<file path="src/rtl/uart_rx_byte.sv">
// 8N1 UART receiver: synchronizes the raw RX pin, samples each bit at its centre,
// and presents whole bytes with a one-cycle valid or frame_err strobe.
module uart_rx_byte #(
   parameter int CLKS_PER_BIT = 1250
) (
   input  logic       clk,
   input  logic       rst,
   input  logic       din,
   output logic [7:0] data_out,
   output logic       valid,
   output logic       frame_err,
   output logic       busy
);

   localparam int H     = CLKS_PER_BIT / 2;
   localparam int CNT_W = $clog2(CLKS_PER_BIT);
   localparam logic [CNT_W-1:0] H_LAST   = CNT_W'(H - 1);
   localparam logic [CNT_W-1:0] BIT_LAST = CNT_W'(CLKS_PER_BIT - 1);

   typedef enum logic [2:0] {IDLE, START, DATA, STOP, BREAK} state_t;

   state_t           state, state_nxt;
   logic             sync1, din_s;
   logic [CNT_W-1:0] cnt, cnt_nxt;
   logic [2:0]       idx, idx_nxt;
   logic [7:0]       shreg, shreg_nxt;
   logic [7:0]       data_nxt;
   logic             valid_nxt, ferr_nxt;

   // Both flops reset high so a reset always looks like an idle line first.
   always_ff @(posedge clk) begin
      if (rst) begin
         sync1 <= 1'b1;
         din_s <= 1'b1;
      end else begin
         sync1 <= din;
         din_s <= sync1;
      end
   end

   always_ff @(posedge clk) begin
      if (rst) begin
         state     <= IDLE;
         cnt       <= '0;
         idx       <= '0;
         shreg     <= '0;
         data_out  <= '0;
         valid     <= 1'b0;
         frame_err <= 1'b0;
         busy      <= 1'b0;
      end else begin
         state     <= state_nxt;
         cnt       <= cnt_nxt;
         idx       <= idx_nxt;
         shreg     <= shreg_nxt;
         data_out  <= data_nxt;
         valid     <= valid_nxt;
         frame_err <= ferr_nxt;
         busy      <= (state_nxt != IDLE);
      end
   end

   always_comb begin
      state_nxt = state;
      cnt_nxt   = cnt + CNT_W'(1);
      idx_nxt   = idx;
      shreg_nxt = shreg;
      data_nxt  = data_out;
      valid_nxt = 1'b0;
      ferr_nxt  = 1'b0;
      case (state)
         IDLE: begin
            cnt_nxt = '0;
            if (!din_s) state_nxt = START;
         end
         START: begin
            // A start bit that is gone by mid-bit was a glitch.
            if (cnt == H_LAST) begin
               cnt_nxt   = '0;
               idx_nxt   = '0;
               state_nxt = din_s ? IDLE : DATA;
            end
         end
         DATA: begin
            if (cnt == BIT_LAST) begin
               cnt_nxt        = '0;
               shreg_nxt[idx] = din_s;
               idx_nxt        = idx + 3'd1;
               if (idx == 3'd7) state_nxt = STOP;
            end
         end
         STOP: begin
            // Leaving at mid-stop-bit allows a following start bit with no idle gap.
            if (cnt == BIT_LAST) begin
               cnt_nxt = '0;
               if (din_s) begin
                  data_nxt  = shreg;
                  valid_nxt = 1'b1;
                  state_nxt = IDLE;
               end else begin
                  ferr_nxt  = 1'b1;
                  state_nxt = BREAK;
               end
            end
         end
         BREAK: begin
            cnt_nxt = '0;
            if (din_s) state_nxt = IDLE;
         end
         default: begin
            cnt_nxt   = '0;
            state_nxt = IDLE;
         end
      endcase
   end

endmodule

</file>
<file path="config.mk">
export PLATFORM = sky130hd
export DESIGN_NAME = uart_rx_byte
export DESIGN_NICKNAME = d
export VERILOG_FILES = /design/src/rtl/uart_rx_byte.sv
export SDC_FILE = /design/constraint.sdc
export NUM_CORES = 1
export LEC_CHECK = 0
export ABC_AREA = 1
export ABC_CLOCK_PERIOD_IN_PS = 1900
export CAP_MARGIN = 20
export CORE_MARGIN = 5
export CORE_UTILIZATION = 55
export DETAILED_ROUTE_END_ITERATION = 12
export MAX_ROUTING_LAYER = met4
export PLACE_DENSITY = 0.82
export SETUP_SLACK_MARGIN = 0.2
export SYNTH_ARGS = -nofsm -noshare
export SYNTH_HDL_FRONTEND = slang
export SYNTH_SLANG_ARGS = --single-unit
</file>
<file path="constraint.sdc">
create_clock -name clk -period 1.9 [get_ports clk]
set_input_delay 0.475 -clock clk [delete_from_list [all_inputs] [get_ports clk]]
set_output_delay 0.475 -clock clk [all_outputs]
set_load 0.01 [all_outputs]
</file>
==> results_dict.tcl <==
# place-and-route summary
set metrics [dict create \
    cp_data_required_time_ns 2.19 \
    yosys_area_sq_um 1870 \
    numSynthFlops 38 \
    power_density_nw_per_um2 723 \
    clkSlewWorstSetupHoldPaths_ns 0.12 \
    stdcell_area_sq_um 2160 \
    fin_crit_ns 1.62 \
    timing.hold.ws_ns 0.460 \
    hold_viol 0 \
    worst_pin_slew_ns 0.398 \
    power_leakage_uw 0.000972 \
    top_area_cell "dfxtp_1" \
    period_used_share 0.851 \
    die_x_um 68.2 \
    floorplan.core_util 0.563 \
    rr_worst_depth 10 \
    worst-setup-path-type "flip-flop to flip-flop" \
    area_growth_pct 15.8 \
    pwr-share-comb 0.037 \
    max_slew_margin 0.734 \
    antenna_found_initial 0 \
    tool_warnings 28 \
    report.final.slew_viol_count 0 \
    gp_congestion 0.907 \
    wl_met2_um 1780 \
    grt_usage 0.188 \
    dpl_cell_area_sq_um 2040 \
    vias_per_cell 5.09 \
    antenna_left 0 \
    synth.area.top_cells "dfxtp_1 41%, nor2_1 12%, nand2_1 9.7%, inv_1 5.2%, nand4_1 3.7%" \
    dp.cells 317 \
    fin_util 0.653 \
    ff2ff_setup_slack_ns 0.28 \
    drtIter0Drc 136 \
    port_buffers 13 \
    ys_seq_frac 0.408 \
    clock_path_buffers 2 \
    root_buffer "clkbuf_4" \
    cts.sinks 38 \
    end_kind "flip-flop" \
    tns_ns 0 \
    ys_cells 261 \
    cp-start-kind "flip-flop" \
    ios 14 \
    top_area_frac 0.408 \
    grt.overflow.total 0 \
    hpwl_um 2690 \
    wire_per_inst_um 11.9 \
    fin_cells 326 \
    routed.top_layer "met3" \
    drive_gt1_frac 0.154 \
    yosysWarnings 0 \
    cts_tree "built" \
    intPower_uw 1240 \
    drc 0 \
    min_to "din_s" \
    p_clk_frac 0.442 \
    irDropWorstVdd_mv 0.449 \
    cts_setup_buffers 0 \
    row_count 21 \
    hp-class "flip-flop to flip-flop" \
    rr_startpoint "cnt[1]" \
    die_h_um 68.2 \
    die-area_sq_um 4660 \
    setup_violations 0 \
    nFillCells 307 \
    cts_hold_buf 0 \
    cts_made_buffers 5 \
    status "finished clean" \
    htree_levels 2 \
    syn_avg_cell_area_sq_um 7.15 \
    p_sw_frac 0.209 \
    cap_violations 0 \
    synthCells 261 \
    core_sq_um 3310 \
    route.met3.wl_um 255 \
    most-common-layout-cells "56 x nor2_1, 48 x nand2_1, 36 x dfxtp_1, 25 x inv_1, 13 x nand3_1" \
    nNetsFinal 287 \
    crit_arrival_ns 1.91 \
    first_global_vias 1481 \
    hold_start "sync1" \
    power_switching_uw 327 \
    skew_ns 0.00634 \
    rr_endpoint "data_out[5]" \
    syn_nets 269 \
    antennaDiodeCount 0 \
]
[state kept, by name, indices dropped and copies added, names as in the netlist]
signal / flops
frame_err: 1
din_s: 1
state: 3
data_out: 8
idx: 3
shreg: 8
valid: 1
sync1: 1
busy: 1
cnt: 11
[routing by layer]
metal,vias up,track usage
met2,49,0.282
met3,0,0.0558
met1,737,0.232
met4,0,0.0819
met5,-,-
li1,873,-
[critical path, cell delays in order (launching register included)]
cell and delay [ns]:
dfxtp_2 0.36, inv_2 0.07, ha_1 0.15, inv_1 0.07, nor2_4 0.11, nand2_1 0.07, nor2_2 0.15, nand3_2 0.12
nor2_4 0.24, o21ai_0 0.11, nor2_1 0.10
[Yosys cell counts]
cell      count
nor3b_2       2
nand4_1      11
buf_6         1
inv_1        26
nand3_2       4
or2_2         2
dfxtp_1      38
nand2_2       6
nor2_1       58
a31oi_1       1
xnor2_1       1
nand3_1      12
a21oi_1       5
ha_1          5
xor2_1        2
nand2_1      48
nor3b_1       1
nor3_2        4
o31ai_1       1
nor2_2        5
nor3_1        7
o21ai_0      12
nor2_4        2
inv_2         3
buf_2         3
clkbuf_1      1
[power groups by stage]
stage	Sequential, uW	Clock (uW)	Combinational (uW)
2_1_floorplan	827	0	40.8
3_3_place_gp	830	0	55.6
3_5_place_dp	830	0	56.0
4_1_cts	812	699	57.3
5_1_grt	814	741	67.2
6_report	813	692	58.4
[per-stage QoR]
step,setup WS (ns),total power [uW]
finish,0.284,1560
global route,0.182,1620
CTS,0.200,1570
detailed placement,0.200,886
global placement,0.199,886
floorplan,0.482,868
[repair_timing]
action / in CTS / in global routing
hold endpoints to repair: 0 / 0
pin swaps: 0 / 3
endpoints found under the setup margin: 9 / 23
cloned: 0 / 1
gates resized: 9 / 14
[layout make-up]
type | count | area [sq um] | share of cell area
sequential | 38 | 763 | 0.353
tap | 46 | 57.6 | 0.0266
inverter | 29 | 109 | 0.0504
clock inverter | 3 | 68.8 | 0.0318
timing repair buffer | 15 | 139 | 0.0643
multi-input combinational | 190 | 986 | 0.456
clock buffer | 5 | 37.5 | 0.0174
[how the worst max path moves through the flow]
stage                             end  cells after the start  slack (ns)  startpoint
after floorplan           data_out[0]                      8        0.48      cnt[0]
after global placement         cnt[6]                      4        0.20         rst
after detailed placement       cnt[6]                      4        0.20         rst
after CTS                        busy                      1        0.20        busy
after global routing      data_out[4]                     10        0.18      cnt[1]
final                     data_out[5]                     10        0.28      cnt[1]
[cell families (layout without fill, tap and decap cells)]
group / Yosys count / count (layout) / share of synthesized area
AND-OR/OR-AND: 19 / 19 / 0.0530
XOR/XNOR: 3 / 3 / 0.0141
adder cells (fa/ha/maj): 5 / 5 / 0.0335
buffers and inverters: 34 / 52 / 0.0744
flip-flops: 38 / 38 / 0.408
AND/OR/NAND/NOR: 162 / 163 / 0.417
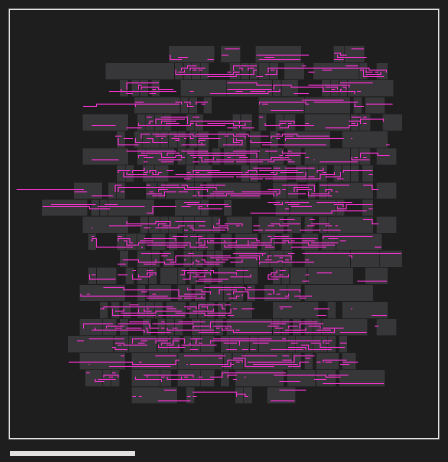
Figure 1: the metal 1 layer.
Scale bar: 20 um. Cells faint in the background.
longest straight run: 17.5 um
main direction: horizontal
share of all routed wire: 48%
wire length on this layer: 1,860 um
nets with wire on the layer: 267
DR vias: 1,659
M1 GR Usage: 0.232
final wirelength: 3890 um

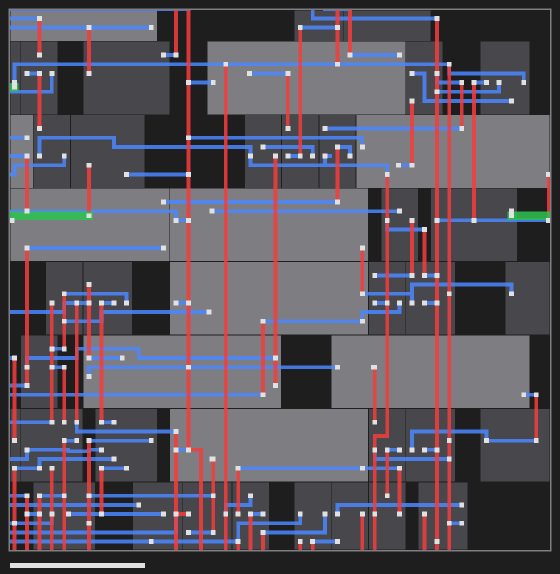
Figure 2: layout detail.
Scale bar: 5 um. Region (41, 41) to (61, 61) um. Cells in gray, sequential cells in the stronger gray; small squares are vias.
legend:
  blue:
    layer: M1
  red:
    layer: M2
  green:
    layer: M3
sequential cells in the window: 8
most frequent: nor2_1 (13), dfxtp_1 (8), dlygate4sd2_1 (4)
netlist names of flops here include: data_out (4), shreg (4)
cells with their middle in the window: 38

Power is estimated from default activity; no workload was simulated.
